--- config.mk ---
export PLATFORM = sky130hd
export DESIGN_NAME = brcomp_pipe
export DESIGN_NICKNAME = d
export VERILOG_FILES = /design/src/rtl/brcomp_pipe.sv
export SDC_FILE = /design/constraint.sdc
export NUM_CORES = 1
export LEC_CHECK = 0
export ABC_AREA = 1
export CORE_ASPECT_RATIO = 1.5
export CORE_MARGIN = 5
export CORE_UTILIZATION = 48
export CTS_CLUSTER_DIAMETER = 60
export DETAILED_ROUTE_END_ITERATION = 16
export PLACE_DENSITY = 0.84
export SYNTH_ARGS = -nofsm -noshare
export SYNTH_HDL_FRONTEND = slang
export SYNTH_SLANG_ARGS = --single-unit
--- constraint.sdc ---
create_clock -name clock -period 1.9 [get_ports clock]
set_input_delay 0.285 -clock clock [delete_from_list [all_inputs] [get_ports clock]]
set_output_delay 0.285 -clock clock [all_outputs]
set_load 0.02 [all_outputs]
--- src/rtl/brcomp_pipe.sv ---
// brcomp_pipe: pipelined branch comparator.
//
// This block compares two register-file operands and resolves the branch condition
// selected by br_op: EQ, NE, LT, GE, LTU or GEU. Valid bits travel alongside the
// data, so the block can sit inside a stall/flush controlled pipeline.
//
// Parameters
//   WIDTH     : operand width in bits (2..64)
//   STAGES    : latency in cycles. 1 means compare and register. 2 means register
//               the operands, then compare and register the result.
//   CNT_WIDTH : width of the statistics counters
//
// Ports
//   clock          rising-edge clock
//   reset          asynchronous active-low reset
//   valid_in       operands and op are valid this cycle
//   data_readRegA  operand A
//   data_readRegB  operand B
//   br_op          0=EQ 1=NE 2=LT 3=GE 4=LTU 5=GEU; 6 and 7 are illegal
//   stall          freeze every pipeline register
//   flush          clear every in-flight valid bit; flush wins over stall
//   valid_out      result valid
//   BrNEq          A != B
//   BrLT           A < B, signed
//   BrLTU          A < B, unsigned
//   taken          the condition selected by br_op is true
//   illegal_op     br_op was 6 or 7; taken is forced to 0
//   taken_count    taken branches retired (statistics build only, otherwise 0)
//   branch_count   valid branches retired (statistics build only, otherwise 0)
//
// Optional feature: define BRCOMP_STATS_EN to build the saturating retire counters.
module brcomp_pipe #(
  parameter int WIDTH     = 32,
  parameter int STAGES    = 2,
  parameter int CNT_WIDTH = 16
) (
  input  logic                 clock,
  input  logic                 reset,
  input  logic                 valid_in,
  input  logic [WIDTH-1:0]     data_readRegA,
  input  logic [WIDTH-1:0]     data_readRegB,
  input  logic [2:0]           br_op,
  input  logic                 stall,
  input  logic                 flush,
  output logic                 valid_out,
  output logic                 BrNEq,
  output logic                 BrLT,
  output logic                 BrLTU,
  output logic                 taken,
  output logic                 illegal_op,
  output logic [CNT_WIDTH-1:0] taken_count,
  output logic [CNT_WIDTH-1:0] branch_count
);

  localparam logic [2:0] OP_EQ  = 3'd0;
  localparam logic [2:0] OP_NE  = 3'd1;
  localparam logic [2:0] OP_LT  = 3'd2;
  localparam logic [2:0] OP_GE  = 3'd3;
  localparam logic [2:0] OP_LTU = 3'd4;
  localparam logic [2:0] OP_GEU = 3'd5;

  // Signals that feed the compare stage.
  logic             cmp_v;
  logic [WIDTH-1:0] cmp_a;
  logic [WIDTH-1:0] cmp_b;
  logic [2:0]       cmp_op;

  generate
    if (STAGES == 1) begin : g_one_stage
      assign cmp_v  = valid_in;
      assign cmp_a  = data_readRegA;
      assign cmp_b  = data_readRegB;
      assign cmp_op = br_op;
    end else begin : g_two_stage
      logic             s1_v_q;
      logic [WIDTH-1:0] s1_a_q;
      logic [WIDTH-1:0] s1_b_q;
      logic [2:0]       s1_op_q;

      always_ff @(posedge clock or negedge reset) begin
        if (!reset) begin
          s1_v_q  <= 1'b0;
          s1_a_q  <= '0;
          s1_b_q  <= '0;
          s1_op_q <= '0;
        end else if (flush) begin
          s1_v_q  <= 1'b0;
        end else if (!stall) begin
          s1_v_q  <= valid_in;
          s1_a_q  <= data_readRegA;
          s1_b_q  <= data_readRegB;
          s1_op_q <= br_op;
        end
      end

      assign cmp_v  = s1_v_q;
      assign cmp_a  = s1_a_q;
      assign cmp_b  = s1_b_q;
      assign cmp_op = s1_op_q;
    end
  endgenerate

  logic neq_d, lt_d, ltu_d, taken_d, illegal_d;

  always_comb begin
    neq_d     = |(cmp_a ^ cmp_b);
    // An unsigned magnitude compare is the borrow out of the WIDTH-bit A-B.
    ltu_d     = (cmp_a < cmp_b);
    // When the sign bits differ, A is the smaller value exactly when A is negative.
    // When they match, the unsigned order is also the signed order. This holds even
    // where A-B overflows.
    lt_d      = (cmp_a[WIDTH-1] != cmp_b[WIDTH-1]) ? cmp_a[WIDTH-1] : ltu_d;
    taken_d   = 1'b0;
    illegal_d = 1'b0;
    case (cmp_op)
      OP_EQ:   taken_d = !neq_d;
      OP_NE:   taken_d = neq_d;
      OP_LT:   taken_d = lt_d;
      OP_GE:   taken_d = !lt_d;
      OP_LTU:  taken_d = ltu_d;
      OP_GEU:  taken_d = !ltu_d;
      default: illegal_d = 1'b1;
    endcase
  end

  logic valid_q, neq_q, lt_q, ltu_q, taken_q, illegal_q;

  // Flags load only when a live entry arrives. A bubble or a flush therefore leaves
  // the last result on the output pins.
  always_ff @(posedge clock or negedge reset) begin
    if (!reset) begin
      valid_q   <= 1'b0;
      neq_q     <= 1'b0;
      lt_q      <= 1'b0;
      ltu_q     <= 1'b0;
      taken_q   <= 1'b0;
      illegal_q <= 1'b0;
    end else begin
      if (flush) begin
        valid_q <= 1'b0;
      end else if (!stall) begin
        valid_q <= cmp_v;
      end
      if (!flush && !stall && cmp_v) begin
        neq_q     <= neq_d;
        lt_q      <= lt_d;
        ltu_q     <= ltu_d;
        taken_q   <= taken_d;
        illegal_q <= illegal_d;
      end
    end
  end

  assign valid_out  = valid_q;
  assign BrNEq      = neq_q;
  assign BrLT       = lt_q;
  assign BrLTU      = ltu_q;
  assign taken      = taken_q;
  assign illegal_op = illegal_q;

`ifdef BRCOMP_STATS_EN
  logic [CNT_WIDTH-1:0] branch_cnt_q;
  logic [CNT_WIDTH-1:0] taken_cnt_q;
  logic                 retire_en;

  // A result retires on the last cycle it is presented, which is the cycle that
  // has no stall. A stalled result is therefore counted once.
  assign retire_en = valid_q && !stall;

  always_ff @(posedge clock or negedge reset) begin
    if (!reset) begin
      branch_cnt_q <= '0;
      taken_cnt_q  <= '0;
    end else if (retire_en) begin
      if (branch_cnt_q != '1) branch_cnt_q <= branch_cnt_q + CNT_WIDTH'(1);
      if (taken_q && (taken_cnt_q != '1)) taken_cnt_q <= taken_cnt_q + CNT_WIDTH'(1);
    end
  end

  assign branch_count = branch_cnt_q;
  assign taken_count  = taken_cnt_q;
`else
  assign branch_count = '0;
  assign taken_count  = '0;
`endif

endmodule

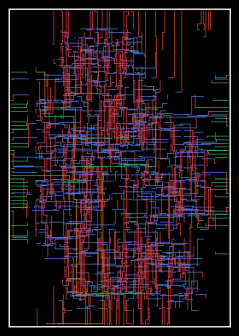
(run_1/layers.png)
legend:
  green:
    layer: M3
    wire_length: 462 microns
  red:
    layer: M2
    wire_length: 4480 microns
  blue:
    layer: M1
    wire_length: 3450 microns
  orange:
    layer: M4
    wire_length: 175 microns
Post-Route WL: 8566 microns
GR Util All Layers: 17.44%

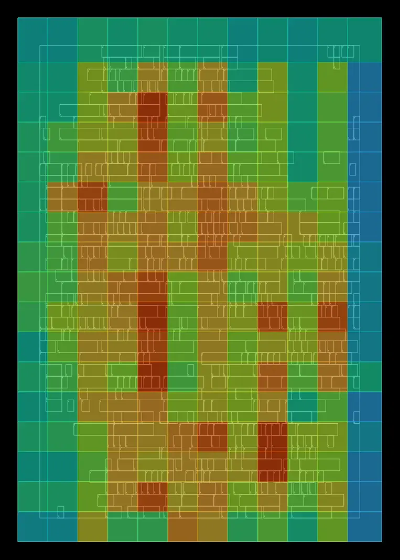
(run_1/congestion_map.png)
post-layout util: 66.47%
met3 global-route usage: 3.817%
WL per Instance: 12.71 microns
GR Layer Usage met1: 19.39%

==> flow_summary.yaml, run 1 <==
# yosys + openroad results
outcome:
  outcome: "finished clean"
final_timing:
  setup_violations: 0
  finalClockSkew_ns: 0.003249
  rsz0062_at_grt: "true"
clocking:
  cts_setup_buffers: 0
  htreeDepth: 3
  path_clk_slew_ns: 0.06
  clock.latency.late_pin_ns: 0.33
  hold_buffers: 1
  clock_sinks: 74
worst_setup_path:
  path_cells: "ha_4 > a21oi_2 > nand2_1 > a21oi_2 > nand2_1 > nand2_2 > nand2_2 > nand2_1 > nand2_1 > nor2_1 > nand3_1 > nand2_1 > nand2_1"
  r2r_start: "cmp_a[11]"
  path_class: "flop to flop"
  critPathSlowestCell: "dfrtp_1"
  worstReg2RegEnd: "taken"
synth:
  synth_area_sq_um: 3914
  async_flop_share_pct: 100.0
  syn_area_per_cell_sq_um: 8.154
  edf_count: 0
  synth.most_common_cell: "nand2_1"
place:
  io_buffers: 77
  place_congestion: 0.7981
layout:
  layout.cells.most_common: "nand2_1"
  lay_top_cells: "177 x nand2_1, 76 x clkdlybuf4s50_1, 74 x dfrtp_1"
floorplanning:
  die_area_sq_um: 10100
drt:
  postRouteAntennaNets: 0
  vias: 3150
  wl_met2_microns: 4480
pwr:
  p_int_mw: 3.472
  switchingPower_mw: 1.431
  power_mw: 4.903
worst_hold_path:
  hp-class: "flop to flop"
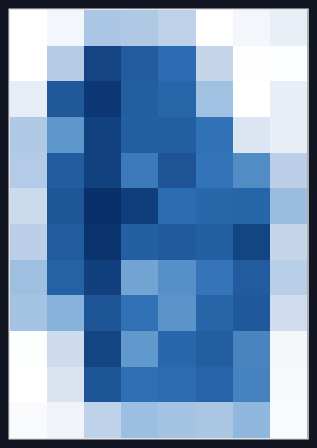
(run_1/util_map.png)
8 x 12 tiles, from white (low) to dark blue (high), 0 to 100% covered.
mean over tiles: 51%
emptiest ninth of the die: upper right
fullest tile: 100%
tiles over 75% full: 39%
nearly empty tiles: 8.3%
densest ninth of the die: centre
starting density of the core: 48.88%
core area: 8008 sq um

[run 1: logic make-up after synthesis]
family	count (synthesis)	synth area share (%)
flops	74	47.31
simple gates	217	22.25
compound gates	57	7.513
fa+ha+maj	32	10.23
buf+inv	99	12.60
other cells	1	0.09582
[run 1: worst max-delay path, delay by kind of cell (launching register included)]
family | cells | cell delay, ns
flip-flops | 1 | 0.41
AND-OR/OR-AND | 2 | 0.29
AND/OR/NAND/NOR | 10 | 0.71
adder cells (fa/ha/maj) | 1 | 0.26
[run 1: area by class of cell]
cell class / instances / share of cell area [%]
Timing Repair Buffer: 88 / 16.50
Multi-Input combinational cell: 338 / 36.88
Tap cell: 105 / 2.468
Clock inverter: 2 / 0.6582
Inverter: 53 / 3.738
Sequential cell: 74 / 34.79
Clock buffer: 14 / 4.960
==> run 2: changes to the inputs <==
--- a/config.mk
+++ b/config.mk
@@ -12,6 +12,8 @@
 export CTS_CLUSTER_DIAMETER = 60
 export DETAILED_ROUTE_END_ITERATION = 16
 export PLACE_DENSITY = 0.84
+export RECOVER_POWER = 50
 export SYNTH_ARGS = -nofsm -noshare
 export SYNTH_HDL_FRONTEND = slang
 export SYNTH_SLANG_ARGS = --single-unit
+export TNS_END_PERCENT = 1
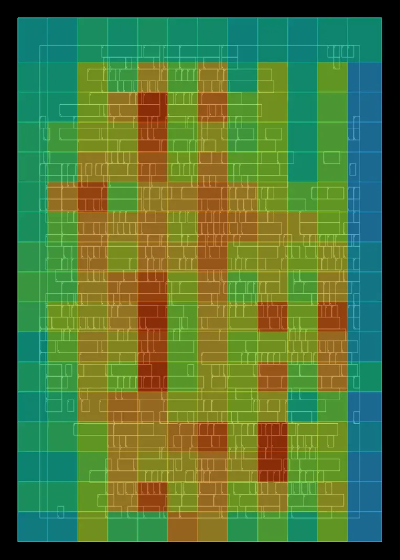
(run_2/congestion_map.png)
GR peak layer: met2
WL per Instance: 12.70 microns
post-layout util: 66.13%
met2 usage: 31.03%

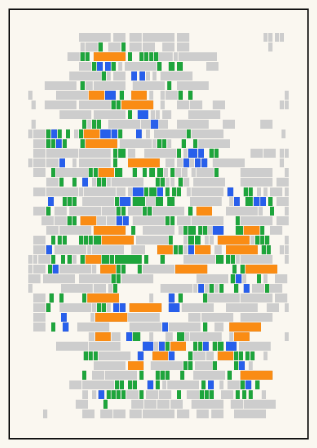
(run_2/gates.png)
legend:
  orange:
    family: fa/ha/maj cells
    cells: 32
    most_used: ha_1
  blue:
    family: aoi and oai cells
    cells: 55
    most_used: o21ai_0
  green:
    family: nand cells
    cells: 199
    most_used: nand2_1
Top cell excl fill/tap: nand2_1
logic share of the area: 37.07%
post-route insts no fill: 674

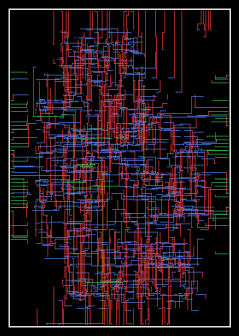
(run_2/layers.png)
legend:
  green:
    layer: M3
    wire_length: 469 microns
  blue:
    layer: M1
    wire_length: 3390 microns
  red:
    layer: M2
    wire_length: 4560 microns
  orange:
    layer: M4
    wire_length: 144 microns
Post-Route WL: 8562 microns
DR vias: 3151

==> run 2 against run 1 <==
  * Wire length is essentially flat
  * Clock power is essentially flat
  * Worst hold slack is essentially flat
  * Total power shrank 0.11%
  * Flip-flop count is the same
  * Clock skew grew 0.0015 ns
==> flow_summary.yaml, run 2 <==
# yosys + openroad results
final_timing:
  holdWs_ns: 0.4747
  setup_violations: 0
  finalClockSkew_ns: 0.004712
  fin_ws_ns: 0.1154
  rsz0062_at_grt: "true"
global_routing:
  grt.total_usage_pct: 17.44
  antenna_found_initial: 0
  grt_use_met1_pct: 19.39
  use_met3_pct: 3.817
synth:
  synth_area_sq_um: 3914
  ys_sh_xor_pct: 0
  async_flop_share_pct: 100.0
  fa_ha_area_share_pct: 10.23
  mux_share_pct: 0
  edf_count: 0
  syn_area_per_cell_sq_um: 8.154
  ys_sh_simple_pct: 22.25
  synth.most_common_cell: "nand2_1"
  synth-warning-count: 0
  largest_area_cell: "dfrtp_1"
  synthAoiAreaFrac_pct: 7.513
worst_hold_path:
  hp-class: "flop to flop"
worst_setup_path:
  path_cells: "ha_4 > a21oi_2 > nand2_1 > a21oi_2 > nand2_1 > nand2_2 > nand2_2 > nand2_1 > nand2_1 > nor2_1 > nand3_1 > nand2_1 > nand2_1"
  start_kind: "flop"
  path_class: "flop to flop"
  worstReg2RegEnd: "taken"
  r2r_start: "cmp_a[11]"
  critical_path.top_delay_family: "simple AND/OR/NAND/NOR gates"
  critPathSlowestCell: "dfrtp_1"
pwr:
  p_int_mw: 3.466
  vdd_drop_max_uv: 677.5
  power_mw: 4.898
  switchingPower_mw: 1.431
clocking:
  clock_sinks: 74
  cts_tree: "yes"
  path_clk_slew_ns: 0.06
  htreeDepth: 3
floorplanning:
  die_area_sq_um: 10100
  core_area_sq_um: 8008
layout:
  lay_top_cells: "177 x nand2_1, 75 x clkdlybuf4s50_1, 74 x dfrtp_1"
drt:
  wl_met2_microns: 4559
  postRouteAntennaNets: 0
place:
  place_congestion: 0.7981
  io_buffers: 77
outcome:
  outcome: "finished clean"
-- run 2: cell counts after synthesis --
No cell type changed its count.
-- run 2: what timing repair did --
item                                    4_1_cts  5_1_grt
endpoints found under the hold margin        40        0
endpoints found under the setup margin        0        1
buffers inserted                              0        4
hold buffers                                  1        0
gates resized                                 0       54
-- run 2: power by group through the flow --
stage	sequential [mW]	combinational [mW]	clock, mW
after global placement	1.91	1.04	0
after detailed placement	1.92	1.08	0
final	1.92	1.29	1.69
after CTS	1.89	1.09	1.73
after global routing	1.94	1.45	1.79
after floorplan	1.94	0.673	0
-- run 2: layout make-up --
type | count | area share (%)
clock buffers | 14 | 4.986
inverters | 53 | 3.757
flip-flops and latches | 74 | 34.97
well taps | 105 | 2.481
multi-input cells | 338 | 37.07
clock inverters | 2 | 0.6616
repair buffers | 88 | 16.07
No activity file was given, so power comes from the tool's default toggle rates.
